$ cat src/rtl/dvp_capture_multi.sv
// DVP camera capture: assembles BYTES_PER_PIX bytes per pixel, applies runtime
// decimation on frame boundaries and flags per-line / per-frame geometry faults.
module dvp_capture_multi #(
  parameter int DATA_W        = 8,
  parameter int BYTES_PER_PIX = 2,
  parameter int CNT_W         = 11,
  parameter int DEC_W         = 3
) (
  input  logic                            pclk,
  input  logic                            rst,
  input  logic                            enable_capture,
  input  logic [DEC_W-1:0]                dec_x,
  input  logic [DEC_W-1:0]                dec_y,
  input  logic [CNT_W-1:0]                exp_width,
  input  logic                            vsync,
  input  logic                            href,
  input  logic [DATA_W-1:0]               d,
  output logic [DATA_W*BYTES_PER_PIX-1:0] pixel_data,
  output logic                            pixel_valid,
  output logic                            sof,
  output logic                            eol,
  output logic                            frame_done,
  output logic [CNT_W-1:0]                frame_lines,
  output logic                            line_err,
  output logic                            partial_err,
  output logic                            busy
);

  localparam int PIX_W = DATA_W * BYTES_PER_PIX;
  localparam int BC_W  = 2;
  localparam logic [BC_W-1:0] BC_LAST = BC_W'(BYTES_PER_PIX - 1);

  typedef enum logic [1:0] {
    IDLE   = 2'd0,
    SYNC   = 2'd1,
    VBLANK = 2'd2,
    ACTIVE = 2'd3
  } state_t;

  state_t state_r, state_next_s;

  logic             vsync_prev_r, href_prev_r;
  logic [BC_W-1:0]  byte_cnt_r;
  logic [PIX_W-1:0] shift_r;
  logic [CNT_W-1:0] x_r, y_r, exp_width_r;
  logic [DEC_W-1:0] x_phase_r, y_phase_r, dec_x_r, dec_y_r;
  logic             sof_armed_r;

  logic             pixel_valid_r, sof_r, eol_r, frame_done_r, line_err_r, partial_err_r, busy_r;
  logic [PIX_W-1:0] pixel_data_r;
  logic [CNT_W-1:0] frame_lines_r;

  logic             vs_rise_s, vs_fall_s, href_fall_s;
  logic             frame_start_s, frame_end_s;
  logic             sample_s, pix_done_s, keep_s, close_s, eol_s;
  logic [PIX_W-1:0] pixel_next_s;
  logic [CNT_W-1:0] x_inc_s, y_inc_s;
  logic [DEC_W-1:0] x_phase_next_s, y_phase_next_s;

  // Event decode and next-state selection
  always_comb begin
    state_next_s  = state_r;
    frame_start_s = 1'b0;
    frame_end_s   = 1'b0;
    vs_rise_s     = vsync & ~vsync_prev_r;
    vs_fall_s     = ~vsync & vsync_prev_r;
    href_fall_s   = href_prev_r & ~href;

    case (state_r)
      IDLE: begin
        if (enable_capture) begin
          state_next_s = SYNC;
        end else begin
          state_next_s = IDLE;
        end
      end
      SYNC: begin
        if (vsync) begin
          state_next_s = VBLANK;
        end else begin
          state_next_s = SYNC;
        end
      end
      VBLANK: begin
        if (!enable_capture) begin
          state_next_s = IDLE;
        end else if (vs_fall_s) begin
          state_next_s  = ACTIVE;
          frame_start_s = 1'b1;
        end else begin
          state_next_s = VBLANK;
        end
      end
      ACTIVE: begin
        // A disable request never truncates a frame; it is acted on at vsync.
        if (vs_rise_s) begin
          frame_end_s  = 1'b1;
          state_next_s = enable_capture ? VBLANK : IDLE;
        end else begin
          state_next_s = ACTIVE;
        end
      end
      default: begin
        state_next_s = IDLE;
      end
    endcase
  end

  // Datapath helpers: byte sampling, pixel completion, line closure
  always_comb begin
    sample_s     = (state_r == ACTIVE) && href && !vsync;
    pix_done_s   = sample_s && (byte_cnt_r == BC_LAST);
    keep_s       = (x_phase_r == {DEC_W{1'b0}}) && (y_phase_r == {DEC_W{1'b0}});
    pixel_next_s = (shift_r << DATA_W) | PIX_W'(d);
    // An open line at vsync rise is closed like an href fall, minus the eol.
    close_s      = (state_r == ACTIVE) && (href_fall_s || (vs_rise_s && href));
    eol_s        = close_s && !vs_rise_s && (y_phase_r == {DEC_W{1'b0}});

    if (x_r == {CNT_W{1'b1}}) begin
      x_inc_s = x_r;
    end else begin
      x_inc_s = x_r + CNT_W'(1);
    end
    if (y_r == {CNT_W{1'b1}}) begin
      y_inc_s = y_r;
    end else begin
      y_inc_s = y_r + CNT_W'(1);
    end
    if (x_phase_r == dec_x_r) begin
      x_phase_next_s = {DEC_W{1'b0}};
    end else begin
      x_phase_next_s = x_phase_r + DEC_W'(1);
    end
    if (y_phase_r == dec_y_r) begin
      y_phase_next_s = {DEC_W{1'b0}};
    end else begin
      y_phase_next_s = y_phase_r + DEC_W'(1);
    end
  end

  // FSM state register
  always_ff @(posedge pclk) begin
    if (rst) begin
      state_r <= IDLE;
    end else begin
      state_r <= state_next_s;
    end
  end

  // Capture datapath, counters and registered outputs
  always_ff @(posedge pclk) begin
    if (rst) begin
      vsync_prev_r  <= 1'b0;
      href_prev_r   <= 1'b0;
      byte_cnt_r    <= {BC_W{1'b0}};
      shift_r       <= {PIX_W{1'b0}};
      x_r           <= {CNT_W{1'b0}};
      y_r           <= {CNT_W{1'b0}};
      x_phase_r     <= {DEC_W{1'b0}};
      y_phase_r     <= {DEC_W{1'b0}};
      dec_x_r       <= {DEC_W{1'b0}};
      dec_y_r       <= {DEC_W{1'b0}};
      exp_width_r   <= {CNT_W{1'b0}};
      sof_armed_r   <= 1'b0;
      pixel_data_r  <= {PIX_W{1'b0}};
      pixel_valid_r <= 1'b0;
      sof_r         <= 1'b0;
      eol_r         <= 1'b0;
      frame_done_r  <= 1'b0;
      frame_lines_r <= {CNT_W{1'b0}};
      line_err_r    <= 1'b0;
      partial_err_r <= 1'b0;
      busy_r        <= 1'b0;
    end else begin
      vsync_prev_r  <= vsync;
      href_prev_r   <= href;
      pixel_valid_r <= 1'b0;
      sof_r         <= 1'b0;
      eol_r         <= 1'b0;
      frame_done_r  <= 1'b0;
      line_err_r    <= 1'b0;
      partial_err_r <= 1'b0;
      busy_r        <= (state_next_s == VBLANK) || (state_next_s == ACTIVE);

      if (frame_start_s) begin
        dec_x_r     <= dec_x;
        dec_y_r     <= dec_y;
        exp_width_r <= exp_width;
        x_r         <= {CNT_W{1'b0}};
        y_r         <= {CNT_W{1'b0}};
        x_phase_r   <= {DEC_W{1'b0}};
        y_phase_r   <= {DEC_W{1'b0}};
        byte_cnt_r  <= {BC_W{1'b0}};
        sof_armed_r <= 1'b1;
      end else begin
        if (sample_s) begin
          shift_r <= pixel_next_s;
          if (pix_done_s) begin
            byte_cnt_r <= {BC_W{1'b0}};
            x_r        <= x_inc_s;
            x_phase_r  <= x_phase_next_s;
            if (keep_s) begin
              pixel_data_r  <= pixel_next_s;
              pixel_valid_r <= 1'b1;
              sof_r         <= sof_armed_r;
              sof_armed_r   <= 1'b0;
            end
          end else begin
            byte_cnt_r <= byte_cnt_r + BC_W'(1);
          end
        end
        // Sampling needs href high and closure needs it low or vsync high, so
        // the two branches never fire together.
        if (close_s) begin
          partial_err_r <= (byte_cnt_r != {BC_W{1'b0}});
          line_err_r    <= (x_r != exp_width_r);
          eol_r         <= eol_s;
          y_r           <= y_inc_s;
          y_phase_r     <= y_phase_next_s;
          x_r           <= {CNT_W{1'b0}};
          x_phase_r     <= {DEC_W{1'b0}};
          byte_cnt_r    <= {BC_W{1'b0}};
        end
        if (frame_end_s) begin
          frame_done_r  <= 1'b1;
          frame_lines_r <= close_s ? y_inc_s : y_r;
        end
      end
    end
  end

  assign pixel_data  = pixel_data_r;
  assign pixel_valid = pixel_valid_r;
  assign sof         = sof_r;
  assign eol         = eol_r;
  assign frame_done  = frame_done_r;
  assign frame_lines = frame_lines_r;
  assign line_err    = line_err_r;
  assign partial_err = partial_err_r;
  assign busy        = busy_r;

endmodule

$ cat config.mk
export PLATFORM = sky130hd
export DESIGN_NAME = dvp_capture_multi
export DESIGN_NICKNAME = d
export VERILOG_FILES = /design/src/rtl/dvp_capture_multi.sv
export SDC_FILE = /design/constraint.sdc
export NUM_CORES = 1
export LEC_CHECK = 0
export CELL_PAD_IN_SITES_DETAIL_PLACEMENT = 0
export CELL_PAD_IN_SITES_GLOBAL_PLACEMENT = 1
export CORE_AREA = 10 10 115 117
export DETAILED_ROUTE_END_ITERATION = 12
export DIE_AREA = 0 0 125 127
export PLACE_DENSITY_LB_ADDON = 0.25
export SETUP_SLACK_MARGIN = 0.1
export SYNTH_ARGS = -nofsm -noshare
export SYNTH_HDL_FRONTEND = slang
export SYNTH_SLANG_ARGS = --single-unit
$ cat constraint.sdc
create_clock -name pclk -period 1.6 [get_ports pclk]
set_input_delay 0.4 -clock pclk [delete_from_list [all_inputs] [get_ports pclk]]
set_output_delay 0.4 -clock pclk [all_outputs]
set_load 0.05 [all_outputs]
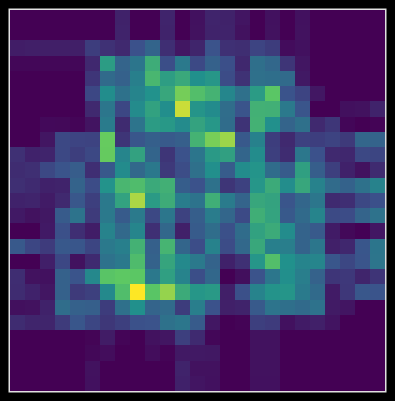
Fig. 1. Routed metal per tile (run 1).
(3 px per µm) 25 x 25 tiles, from dark purple (low) to yellow (high), scaled to the fullest tile. Values are wire area over tile area, all layers added.
The densest ninth of the die: centre. 12% of the tiles are over half the peak. The fullest tile reaches 0.54. The mean over all tiles is 0.12. 27% of the tiles are nearly empty.

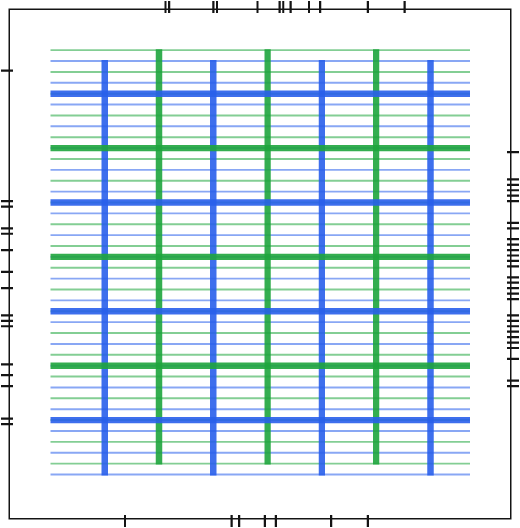
Fig. 2. PDN straps and rails (run 1).
(4 px per µm) Pins as bars on the die edge.
Blue stands for VSS. Green stands for VDD.
7 straps on met5. 40 met1 rails follow the rows. 64 signal pins sit on the boundary.

==> CHANGELOG.md, run 1 <==
### Changed

- Total Power: 4.57 mW
- Final setup vio count: 13
- Yosys cell types: between 40 and 50
- Hold EP: href_prev_r
- Total track usage: 14.0%
- VDD IR-drop max: 0.472 mV
- Commonest Layout Cell: dfxtp_1
- Failing checks: setup timing
- Mapped Nets: about 480
- Placed Area: between 0.005 and 0.006 mm²
- Layout cells sized above 1: 44.9%
- Overflow after GRT: 0
- Gate Count Post-Synth: between 400 and 500
- DRC viols: 0
- Ys flops: 93
- CTS tree: yes
- Total die size: 0.0159 mm²
- Crit path DRT: 1.86 ns
- Longest Clk Path Bufs: 2
- Setup slack, reg-to-reg: -0.06 ns
- Most frequent cells in the layout: dfxtp_1, buf_4, nor2_1, buf_12, nand2_1
- Seq share, synth: 48.0%
- Post-route cell area: 0.00671 mm²
- Chip area estimate from yosys synthesis: 0.00388 mm²
- Row Count: 39
- Vias in the first global route: 3672
- Fin crit share: 104%
- Clock transition at the registers of the reported paths: 0.07 ns
- Antenna-violating nets left: 0
- Register area: approximately 0.0019 mm²
- Setup CP Type: reg -> reg
- Asr flop ratio synth: 0%
- Avg Inst Size Synth: 8.78 µm²
- Tool warnings: 31
- Ant diodes: 0
- RSZ-0062 raised after global routing: true
- First-pass GRT wire length: 18.4 mm
- Fmax: 602 MHz
- Max Cap Viol: 0
- CP Capture Type: flip-flop
- Core Util, Final: 60.3%
- R2R Path Start: vsync_prev_r
- Outcome: finished with violations
- Setup ws final: -0.0599 ns
- Post-cts hold buffer count: 0
- Initial antenna violation count: 0
- Horiz. Die Dim: 125 µm
- Area grow syn2layout: 72.8%
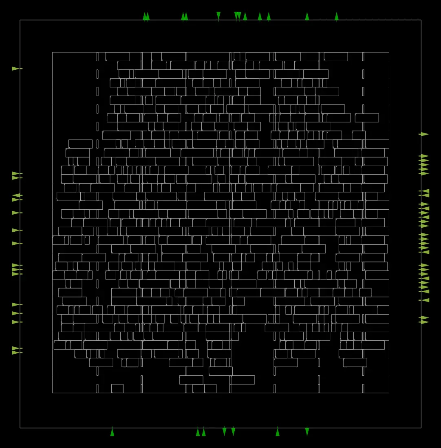
Fig. 3. Cell outlines without signal wires (run 1).
core area: 0.0111 mm²
flop count: 93
Non-Filler Instances: 731

==> run 1: cell families (layout without fill, tap and decap cells) <==
logic type / count (synthesis) / in the layout / share of synthesized area, %
adders and majority gates: 6 / 6 / 1.93
DFF: 93 / 93 / 48.0
xor gates and xnor gates: 20 / 20 / 4.51
buffers and inverters: 34 / 178 / 3.77
and+or+nand+nor: 186 / 188 / 23.4
muxes: 18 / 18 / 4.64
AOI/OAI and AO/OA: 85 / 85 / 13.7
==> run 1: worst max path at each step <==
stage                 start        endpoint  slack (ns)  depth (start not counted)
2_1_floorplan          href  frame_lines[8]       -0.07                          4
3_3_place_gp           href  frame_lines[7]       -0.62                          5
3_5_place_dp           href  frame_lines[8]       -0.65                          5
4_1_cts              y_r[1]  frame_lines[8]       -0.08                          5
5_1_grt        vsync_prev_r  frame_lines[8]       -0.14                          4
6_report       vsync_prev_r  frame_lines[8]       -0.06                          4
==> run 1: report_power, final <==
part | total, mW | internal [mW] | leakage (nW) | switching (mW)
clock | 1.97 | 1.05 | 0.132 | 0.921
combinational | 0.261 | 0.140 | 1.68 | 0.121
sequential | 2.33 | 2.32 | 0.760 | 0.0109
total | 4.57 | 3.51 | 2.58 | 1.05
==> run 1: metrics by stage <==
step                worst slack (ns)  hold WS (ns)  instances
floorplan                    -0.0686         0.432        442
global placement              -0.624         0.437        680
detailed placement            -0.645         0.443        680
CTS                          -0.0833         0.441        724
global route                  -0.142         0.389        731
finish                       -0.0599         0.365        731
==> run 1: final cells by class <==
cell class,count,area share (%)
Inverter,9,0.504
Sequential cell,93,28.2
Timing Repair Buffer,153,28.0
Clock inverter,6,0.597
Clock buffer,10,3.41
Tap cell,143,2.67
Multi-Input combinational cell,317,36.6
==> run 1: registers in the layout, summed over array words and instances, names as in the netlist, 2 cells and up <==
register and flops:
exp_width_r 11, pixel_data 16, byte_cnt_r 2, state_r 2, y_phase_r 3, dec_y_r 3, x_r 11, frame_lines 11
dec_x_r 3, shift_r 8, x_phase_r 3, y_r 11
==> run 1: cell usage after synthesis, types with 9 or more instances <==
library cell | n | share of area (%)
dfxtp_1 | 93 | 48
nand2_1 | 51 | 4.9
nor2_1 | 51 | 4.9
a21oi_1 | 42 | 5.4
xnor2_1 | 19 | 4.3
mux2i_1 | 18 | 4.6
nand3_1 | 18 | 2.3
nor3_1 | 18 | 2.3
clkbuf_1 | 14 | 1.4
o31ai_1 | 13 | 2.5
a311oi_1 | 9 | 2.0
buf_2 | 9 | 1.2
inv_1 | 9 | 0.87
==> run 1: layer usage <==
metal / up-vias / share of wire [%] / routed length [µm] / track usage (%)
met3: 17 / 5.2 / 604 / 3.56
met5: - / 0 / 0 / 0
met1: 1750 / 46 / 5400 / 17.9
li1: 1852 / - / - / -
met4: 0 / 2.0 / 231 / 5.62
met2: 97 / 47 / 5420 / 22.0
==> run 1: worst max-delay path, delay by kind of cell, from the launching register on <==
family,cells,cell delay (ns)
flops,1,0.33
compound gates,2,0.67
simple gates,2,0.56
==> run 1: timing repair <==
action                                  4_1_cts  5_1_grt
endpoints found under the hold margin         0        0
buffers inserted                             19        9
pin swaps                                    42       29
resized                                      92       84
gates cloned                                  9        2
endpoints found under the setup margin       81       76
==> run 2: changes to the inputs <==
Settings changed: GPL_TIMING_DRIVEN from default to 0, RECOVER_POWER from default to 100.
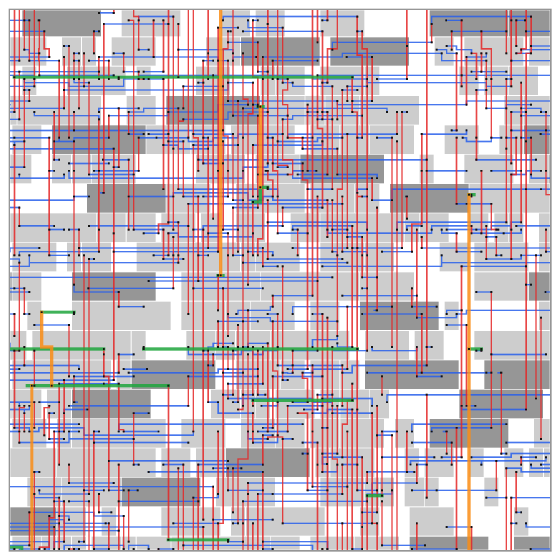
Fig. 4. Zoomed window (run 2).
Window x 38 to 88, y 64 to 114 µm. Cells in grey, sequential cells in the stronger grey; small squares are vias.
Blue stands for met1. Orange stands for met4. Red stands for met2. Green stands for met3.
172 logic cells have their middle in the window. Netlist names of flops here include y_r (7), frame_lines (6), state_r (2). Sequential cells in the window: 21. Most frequent: buf_4 (25), nor2_1 (12), dfxtp_1 (12).

==> CHANGELOG.md, run 2 <==
### Changed

- Outcome: finished with violations (unchanged)
- Failing checks: setup timing (unchanged)
- Hold Worst Slack: 0.451 ns (was 0.365 ns)
- Setup ws final: -0.125 ns (was -0.0599 ns)
- Most frequent cell after synthesis: dfxtp_1 (unchanged)
- Ys flops: 93 (unchanged)
- Row Count: 39 (unchanged)
- Yosys cell types: 45 (unchanged)
- Gr busiest metal: met2 (unchanged)
- Fmax: 580 MHz (was 602 MHz)
- First-pass GRT wire length: 17.9 mm (was 18.4 mm)
- Horiz. Die Dim: 125 µm (unchanged)
- GR Util met2: 20.9% (was 22.0%)
- Chip area estimate from yosys synthesis: 0.00388 mm² (unchanged)
- Longest Clk Path Bufs: 2 (unchanged)
- Final setup vio count: 21 (was 13)
- Post-cts hold buffer count: 0 (unchanged)
- Mapped Nets: 478 (unchanged)
- Seq share, synth: 48.0% (unchanged)
- Commonest Layout Cell: dfxtp_1 (unchanged)
- Avg Inst Size Synth: 8.78 µm² (unchanged)
[run 2: cell counts after synthesis]
Identical to the previous run, type by type.
[run 2: area by class of cell]
| type | count | area (µm²) | area share [%] |
|---|---|---|---|
| clock buffer | 11 | 253 | 3.90 |
| sequential | 93 | 1910 | 29.5 |
| clock inverter | 2 | 35.0 | 0.541 |
| buffer | 25 | 253 | 3.90 |
| timing repair buffer | 125 | 1250 | 19.4 |
| tap | 143 | 179 | 2.76 |
| multi-input combinational | 315 | 2550 | 39.4 |
| inverter | 9 | 36.3 | 0.561 |
[run 2: kinds of logic after synthesis]
family | after synthesis | share of synthesized area, %
AND/OR/NAND/NOR | 186 | 23.4
flip-flops | 93 | 48.0
AND-OR/OR-AND | 85 | 13.7
buffers and inverters | 34 | 3.77
XOR/XNOR | 20 | 4.51
multiplexers | 18 | 4.64
adder cells (fa/ha/maj) | 6 | 1.93
[run 2: power breakdown]
part | internal, mW | switching, mW | leakage [nW]
Clock | 1.27 | 0.864 | 0.143
Combinational | 0.141 | 0.139 | 1.65
Sequential | 2.31 | 0.00631 | 0.763
[run 2: worst max-delay path, stage by stage, from the launching register on]
cell      delay, ns
dfxtp_2        0.33
buf_4          0.12
nand4_1        0.10
a2111o_1       0.46
or3_4          0.39
a311oi_2       0.23
[run 2: repair_timing]
item	in CTS	in global routing
gates cloned	5	4
endpoints found under the hold margin	0	0
setup endpoints to repair	122	89
buffers inserted	33	23
gates resized	210	123
pin swaps	37	51
[run 2: worst paths after layout]
| kind | startpoint | endpoint | depth (start not counted) | slack (ns) |
|---|---|---|---|---|
| setup reg to reg | y_r[4] | frame_lines[7] | 5 | -0.12 |
| hold / removal | pixel_data[11] | pixel_data[11] | 2 | 0.45 |
| setup / recovery | y_r[4] | frame_lines[7] | 5 | -0.12 |
| hold reg to reg | pixel_data[11] | pixel_data[11] | 2 | 0.45 |
[run 2: layer usage]
layer / wire length [µm] / share of wire, %
met5: 0 / 0
met4: 170 / 1.4
met1: 5580 / 47
met2: 5710 / 48
met3: 493 / 4.1
[run 2: metrics by stage]
stage	utilization, %	total power [mW]	area (µm²)	setup TNS [ns]	worst slack, ns
2_1_floorplan	-	2.47	4020	-0.215	-0.0686
3_3_place_gp	43.3	2.58	4820	-51.36	-0.825
3_5_place_dp	43.3	2.58	4820	-50.65	-0.805
4_1_cts	52.7	4.72	5860	-0.863	-0.117
5_1_grt	58.2	4.87	6470	-3.44	-0.201
6_report	58.2	4.73	6470	-1.03	-0.125
Power figures rest on the tool's default switching activity, not on a simulated workload.
